Clock distribution:
Scale bar: 20 um.
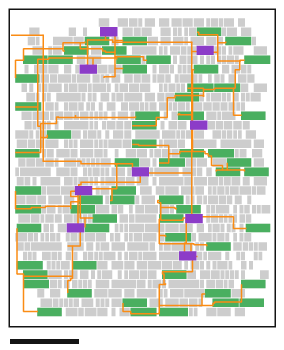
Supply network:
Pins as bars on the die edge. Tap cells in gray.
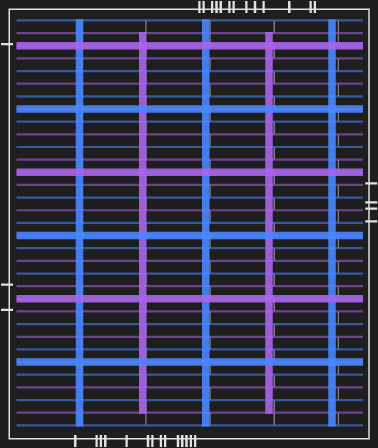
[src/rtl/fifo_wr_gen_pkg.sv]
// Shared definitions for the FIFO burst write generator: FSM encoding,
// default data width and the common counter width.
package fifo_pkg;

  typedef enum logic [1:0] {
    ST_IDLE     = 2'd0,
    ST_WAIT_RDY = 2'd1,
    ST_WRITE    = 2'd2,
    ST_GAP      = 2'd3
  } state_t;

  localparam int DATA_W_DEF = 8;
  localparam int CNT_W      = 16;

endpackage

[src/rtl/fifo_wr_gen_gap_timer.sv]
// Loadable down-counter; o_done is high while the count sits at zero.
module gap_timer
  import fifo_pkg::*;
#(
  parameter int W = CNT_W
) (
  input  logic         clk_50M,
  input  logic         reset_n,
  input  logic         i_load,
  input  logic [W-1:0] i_load_val,
  input  logic         i_en,
  output logic         o_done
);

  localparam logic [W-1:0] ZERO = W'(0);
  localparam logic [W-1:0] ONE  = W'(1);

  logic [W-1:0] r_cnt;

  // count register: load has priority, decrement saturates at zero
  always_ff @(posedge clk_50M) begin
    if (!reset_n) begin
      r_cnt <= ZERO;
    end else if (i_load) begin
      r_cnt <= i_load_val;
    end else if (i_en && (r_cnt != ZERO)) begin
      r_cnt <= r_cnt - ONE;
    end else begin
      r_cnt <= r_cnt;
    end
  end

  assign o_done = (r_cnt == ZERO);

endmodule

[src/rtl/fifo_wr_gen.sv]
// Burst write generator for the FIFO write port: incrementing data in
// fixed-length bursts, optional continuous mode with idle gaps.
module fifo_wr_gen
  import fifo_pkg::*;
#(
  parameter int DATA_W    = DATA_W_DEF,
  parameter int BURST_LEN = 256,
  parameter int GAP_CYC   = 16
) (
  input  logic              clk_50M,
  input  logic              reset_n,
  input  logic              start,
  input  logic              cont,
  input  logic              stop,
  input  logic              fifo_full,
  input  logic              fifo_wr_rst_busy,
  output logic              fifo_wr_en,
  output logic [DATA_W-1:0] fifo_din,
  output logic              busy,
  output logic              burst_done,
  output logic [15:0]       burst_cnt
);

  localparam logic [CNT_W-1:0]  LAST_IDX = CNT_W'(BURST_LEN - 1);
  localparam logic [CNT_W-1:0]  GAP_LOAD = CNT_W'(GAP_CYC - 1);
  localparam logic [CNT_W-1:0]  CNT_ONE  = CNT_W'(1);
  localparam logic [DATA_W-1:0] DIN_ONE  = DATA_W'(1);

  state_t            r_state;
  state_t            w_next;
  logic              r_cont_q;
  logic [CNT_W-1:0]  r_word_cnt;
  logic [DATA_W-1:0] r_din;
  logic              r_busy;
  logic              r_done;
  logic [15:0]       r_burst_cnt;
  logic              w_wr_acc;
  logic              w_last_acc;
  logic              w_gap_done;

  assign w_wr_acc   = (r_state == ST_WRITE) && !fifo_full && !fifo_wr_rst_busy;
  assign w_last_acc = w_wr_acc && (r_word_cnt == LAST_IDX);

  // Held loaded outside GAP so the count starts fresh on every gap entry.
  gap_timer #(.W(CNT_W)) u_gap_timer (
    .clk_50M    (clk_50M),
    .reset_n    (reset_n),
    .i_load     (r_state != ST_GAP),
    .i_load_val (GAP_LOAD),
    .i_en       (r_state == ST_GAP),
    .o_done     (w_gap_done)
  );

  // next-state logic
  always_comb begin
    w_next = r_state;
    case (r_state)
      ST_IDLE: begin
        if (start) w_next = ST_WAIT_RDY;
        else       w_next = ST_IDLE;
      end
      ST_WAIT_RDY: begin
        if (!fifo_wr_rst_busy) w_next = ST_WRITE;
        else                   w_next = ST_WAIT_RDY;
      end
      ST_WRITE: begin
        if (w_last_acc) begin
          if (r_cont_q && !stop) w_next = ST_GAP;
          else                   w_next = ST_IDLE;
        end else begin
          w_next = ST_WRITE;
        end
      end
      ST_GAP: begin
        if (stop)            w_next = ST_IDLE;
        else if (w_gap_done) w_next = ST_WAIT_RDY;
        else                 w_next = ST_GAP;
      end
      default: w_next = ST_IDLE;
    endcase
  end

  // state, data pattern, word/burst counters and registered status
  always_ff @(posedge clk_50M) begin
    if (!reset_n) begin
      r_state     <= ST_IDLE;
      r_cont_q    <= 1'b0;
      r_word_cnt  <= CNT_W'(0);
      r_din       <= DATA_W'(0);
      r_busy      <= 1'b0;
      r_done      <= 1'b0;
      r_burst_cnt <= 16'd0;
    end else begin
      r_state <= w_next;
      r_busy  <= (w_next != ST_IDLE);
      r_done  <= w_last_acc;
      if ((r_state == ST_IDLE) && start) begin
        r_cont_q <= cont;
      end
      if (w_wr_acc) begin
        r_din <= r_din + DIN_ONE;
      end
      if (w_last_acc) begin
        r_word_cnt  <= CNT_W'(0);
        r_burst_cnt <= r_burst_cnt + 16'd1;
      end else if (w_wr_acc) begin
        r_word_cnt <= r_word_cnt + CNT_ONE;
      end
    end
  end

  assign fifo_wr_en = w_wr_acc;
  assign fifo_din   = r_din;
  assign busy       = r_busy;
  assign burst_done = r_done;
  assign burst_cnt  = r_burst_cnt;

endmodule
[config.mk]
export PLATFORM = sky130hd
export DESIGN_NAME = fifo_wr_gen
export DESIGN_NICKNAME = d
export VERILOG_FILES = /design/src/rtl/fifo_wr_gen_pkg.sv /design/src/rtl/fifo_wr_gen_gap_timer.sv /design/src/rtl/fifo_wr_gen.sv
export SDC_FILE = /design/constraint.sdc
export NUM_CORES = 1
export LEC_CHECK = 0
export ABC_AREA = 1
export CORE_ASPECT_RATIO = 1.2
export CORE_UTILIZATION = 52
export CTS_CLUSTER_DIAMETER = 100
export DETAILED_ROUTE_END_ITERATION = 16
export GPL_ROUTABILITY_DRIVEN = 0
export PLACE_DENSITY = 0.77
export RECOVER_POWER = 100
export SLEW_MARGIN = 25
export SYNTH_ARGS = -nofsm -noshare
export SYNTH_HDL_FRONTEND = slang
export SYNTH_SLANG_ARGS = --single-unit
[constraint.sdc]
create_clock -name clk_50M -period 1.3 [get_ports clk_50M]
set_input_delay 0.13 -clock clk_50M [delete_from_list [all_inputs] [get_ports clk_50M]]
set_output_delay 0.13 -clock clk_50M [all_outputs]
set_load 0.01 [all_outputs]
==> run_results.csv <==
group,metric,value,unit
run_status,result_of_the_run,"complete, but fails checks",
run_status,violations,"negative setup slack",
synth,simple_gate_share,0.424,
final_timing,setup_ws,-0.283,ns
die,die-width,77.0,um
setup_path,critical-path-top-delay-family,"simple AND/OR/NAND/NOR gates",
clock_network,clk_path_buf_depth,2,
drt,drt-vias-per-instance,5.59,
final_timing,max_clock_freq,632,MHz
final_layout,syn_to_final_growth,56.0,%
placement,port_buffers,33,
final_timing,setup_violations,52,
die,rows,32,
grt,grt_pass1_vias,4101,
power_and_ir_drop,power_top_consumer,"registers",
power_and_ir_drop,combinationalPowerShare,0.097,
power_and_ir_drop,p_seq_frac,0.507,
placement,dp_cells,726,
synth,edf_count,0,
final_layout,finish.cell_count_without_fillers,762,
synth,postSynthSeqShare,0.348,
Back to the opening pictures, 'clock distribution':
purple -> clock-net drivers  # count 9
orange -> clock wires  # length 891 um
green -> flip-flops  # count 61
routed clock nets = 10
Clock Skew: 0.00885 ns
P_clk: 1.49 mW
latest clock arrival within the worst-skew pair: 0.35 ns
Clk network pwr share: 0.396

Back to the opening pictures, 'supply network':
blue -> VSS
purple -> VDD
met5 straps = 6
signal pins = 34
rows = 32
met4 straps = 5

Power is estimated from default activity; no workload was simulated.
